Fig. 1: run 1, the metal 1 layer
Supply wires on this layer in grey.
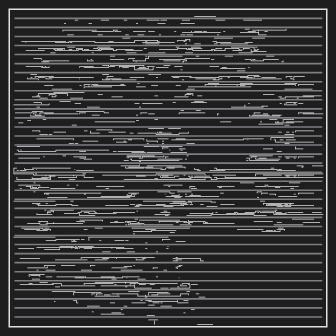
Fig. 2: run 1, met2 routing
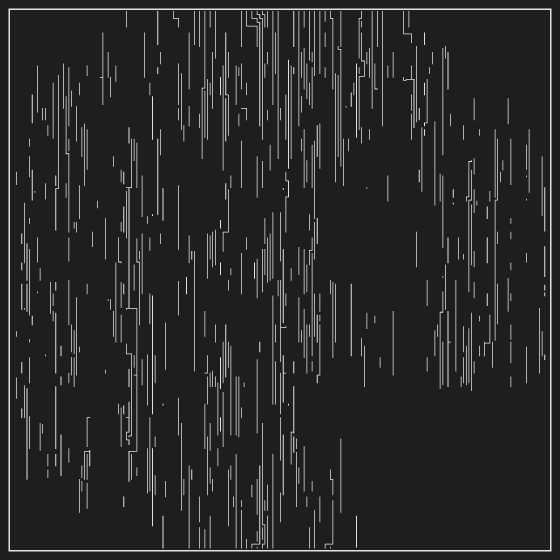
Fig. 3: run 1, signal wires on met3
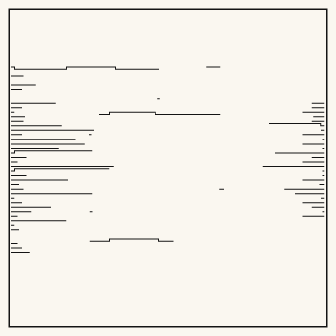
Design mem_strobe_ctrl_flat, sky130hd; sources not shown.
==> GITHUB_STEP_SUMMARY, run 1 <==
### Metrics collected by this job

| Metric | Value |
|---|---|
| Outcome | `complete, no violations` |
| Seq cells | `61` |
| Signal buffers | `117` |
| Count of state elements after synthesis | `61` |
| Multi-input gate area in the final layout | `992 um2` |
| Routability congestion estimate from global placement | `0.811` |
| Final Cell Area | `3680 um2` |
| Parity-gate share of the synthesized area counting xor and xnor cells | `0%` |
| Drt first pass iters | `4` |
| Final setup violation count | `0` |
| Cell-by-cell trace of the critical path | `inv_2 > ha_1 > nor3b_4 > nand2b_4 > or3b_1 > a21oi_1` |
| Largest stage delay on the critical path | `380 ps` |
| Power attributed to the clock group | `0.00116 W` |
| Top pwr grp | `sequential cells` |
| FFs w/ async S/R, synth | `0%` |
| Combined area of all synthesized cells | `2330 um2` |
| Headroom to the max-slew limit | `76.2%` |
| Number of buffers and inverters on the critical path | `1` |
| Area delta synth->final | `57.6%` |
| Maximum Capacitance Violations | `0` |
| Top routing layer used | `met4` |
| R2R depth | `6` |
| Total gr overflow | `0` |
| Cells after DPL | `477` |
| Routed met1 length | `2890 um` |
| Distinct lib cells used | `32` |
| Dominant logic cell types in the final layout | `nand2_1, dfxtp_1, clkdlybuf4s50_1, dlygate4sd2_1, a21oi_1` |
| Die Footprint | `9020 um2` |
| Clock insertion delay at the later pin of the skew report | `330 ps` |
| Non-clock inverter total of the final layout | `8` |
| Library cell used as clock root buffer | `clkbuf_8` |
| Violation count after the first detailed-routing iteration | `41` |
| Net Sw Power | `0.00124 W` |
| Final setup skew | `11.3 ps` |
| I/O pin cnt | `121` |
| Initial antenna violation count | `0` |
| Vias per std cell | `4.46` |
| Portion of total power attributed to sequential cells | `39.2%` |
| PortBufs | `109` |
| Number of cell instances after yosys synthesis | `273` |
| Biggest area contributors in the synthesized netlist | `dfxtp_1, nand2_1, a21oi_1` |
| Worst hold path type | `input pin to register` |
| Nature of the critical path endpoint | `register` |
| Design Power | `0.00376 W` |
| Number of cells upsized or downsized after cts | `56` |
| Core region area | `8300 um2` |
| Post-synth seq share | `52.3%` |
| Basic-gate share of the synthesized area counting and, or, nand and nor cells | `21.8%` |
| Per-instance average area after synthesis | `8.55 um2` |
| Diodes inserted | `0` |
| Data buffer area share | `30.0%` |
| Measured slew at the worst slew-check pin | `355 ps` |
| Top logic cell family in the synthesized netlist | `simple AND/OR/NAND/NOR gates` |
| Vertical extent of the die | `95.0 um` |
| Tap cell count | `105` |
## Picture notes: Fig. 1
The layer carries 2890 um of wire. 379 nets have wire on it. The wires run mostly horizontal.
number of vias in the routed layout: 2197
met1 Use GR: 17.6%
wire length reported by the detailed router: 6480 um

## Picture notes: Fig. 2
The wires run mostly vertical. The layer holds 45% of the routed length.
global routing usage on met2: 23.3%

## Picture notes: Fig. 3
The layer carries 582 um of wire. 63 nets have wire on it.
fraction of met3 tracks used by global routing: 7.17%

==> inputs of run 2 (changes only) <==
Clock period 1.9 ns to 1.5 ns, I/O delays scaled along.
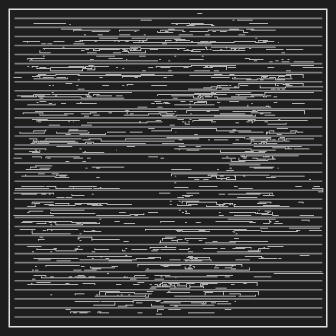
Fig. 4. The metal 1 layer (run 2).
Supply wires on this layer in grey.
The layer holds 43% of the routed length. The longest straight run is 41.4 um. 399 nets have wire on it. The layer carries 3510 um of wire. The wires run mostly horizontal.
wire length reported by the detailed router: 8140 um
met1 Use GR: 22.3%
number of vias in the routed layout: 2401

==> GITHUB_STEP_SUMMARY, run 2 <==
### Metrics collected by this job

| Metric | Value |
|---|---|
| Met3 wirelength from detailed routing | `468 um` |
| Maximum achievable frequency | `650 MHz` |
| I/O pin cnt | `121` |
| Nature of the critical path endpoint | `register` |
| Clock-pin slew of the registers on the worst-case setup and hold paths | `70 ps` |
| Proportion of synthesized area in mux cells | `1.02%` |
| Yosys-reported design area after synthesis | `2330 um2` |
| Seq cells | `61` |
| H-tree depth | `3` |
| Fraction of met3 tracks used by global routing | `4.75%` |
| Headroom to the max-slew limit | `65.6%` |
| PortBufs | `109` |
| Routed met1 length | `3510 um` |
| Biggest area contributors in the synthesized netlist | `dfxtp_1, nand2_1, a21oi_1` |
| Violation count after the first detailed-routing iteration | `42` |
| Worst path top cell family by delay | `AND-OR/OR-AND gates` |
| Portion of total power attributed to sequential cells | `34.4%` |
| Met2 wirelength from detailed routing | `4050 um` |
| Net Sw Power | `0.00189 W` |
| Signal buffers | `141` |
| Design Power | `0.00558 W` |
| FFs w/ async S/R, synth | `0%` |
| Final HPWL DP | `4730 um` |
| Number of buffers and inverters on the critical path | `2` |
| AND-OR/OR-AND share of the synthesized area | `15.8%` |
| Largest net degree at the start of global routing | `33` |
| Area delta synth->final | `80.8%` |
| Areal power density over the cells | `1320 nW/um2` |
| Cells after DPL | `476` |
| Number of cells upsized or downsized after cts | `283` |
| Standard cell area after detailed placement | `3620 um2` |
| Sequential standard cell area | `1230 um2` |
| Top logic cell family in the synthesized netlist | `simple AND/OR/NAND/NOR gates` |
| List of most frequent post-synthesis cells | `nand2_1, dfxtp_1, a21oi_1` |
| Number of enable flip-flop cells | `0` |
| Per-instance average area after synthesis | `8.55 um2` |
| Cell-by-cell trace of the critical path | `inv_2 > ha_4 > nor3b_4 > buf_6 > a21oi_1 > o2bb2ai_4 > o32ai_1` |
| Final worst setup slack | `-37.6 ps` |
| Register share of the cell area | `29.2%` |
| Final setup skew | `7.79 ps` |
| Final setup violation count | `7` |
| Basic-gate share of the synthesized area counting and, or, nand and nor cells | `21.8%` |
| Core region area | `8300 um2` |
| Number of standard-cell rows in the floorplan | `33` |
| Library cell used as clock root buffer | `clkbuf_8` |
| Power attributed to the clock group | `0.00156 W` |
| Vertical extent of the die | `95.0 um` |
| Smallest hold slack | `176 ps` |
| Measured slew at the worst slew-check pin | `511 ps` |
| Top cell area share | `52.3%` |
| Post-synth seq share | `52.3%` |
| Distinct lib cells used | `32` |
| Post-CTS Setup Inserts | `15` |
| Parity-gate share of the synthesized area counting xor and xnor cells | `0%` |
| Global routing usage on met2 | `31.9%` |
| Outcome | `finished with violations` |
| Diodes inserted | `0` |
| Worst hold path type | `input pin to register` |
| Top routing layer used | `met4` |
| Tap cell count | `105` |
| Drt first pass iters | `4` |
| Initial antenna violation count | `0` |
| Vias per std cell | `4.64` |
| Largest stage delay on the critical path | `350 ps` |
| Clock insertion delay at the later pin of the skew report | `330 ps` |
| Proportion of power drawn by the clock network | `27.9%` |
| Total gr overflow | `0` |
| Routability congestion estimate from global placement | `0.723` |
| Vias in the first global route | `2472` |
| Maximum Capacitance Violations | `0` |
| Data buffer area share | `31.6%` |
| Non-clock inverter total of the final layout | `8` |
| Die Footprint | `9020 um2` |
| Violated checks | `setup timing` |
| Most Used Layer, Global Route | `met2` |
| Top pwr grp | `combinational cells` |
| TritonCTS Sinks | `61` |
| Core Util, Final | `50.9%` |
| Number of cell instances after yosys synthesis | `273` |
| Final Cell Area | `4220 um2` |
| Multi-input gate area in the final layout | `1280 um2` |
| R2R depth | `7` |
| Average wire per cell in the routed design | `15.8 um` |
| Dominant logic cell types in the final layout | `nand2_1, dfxtp_1, clkdlybuf4s50_1` |
| Combined area of all synthesized cells | `2330 um2` |
| Count of state elements after synthesis | `61` |
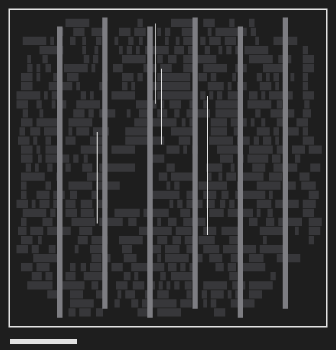
Fig. 5. Signal wires on met4 (run 2).
Scale bar: 20 um. Supply wires on this layer in grey. Cells faint in the background.
The layer holds 1.4% of the routed length. 3 nets have wire on it. The layer carries 115 um of wire.

Power figures rest on the tool's default switching activity, not on a simulated workload.
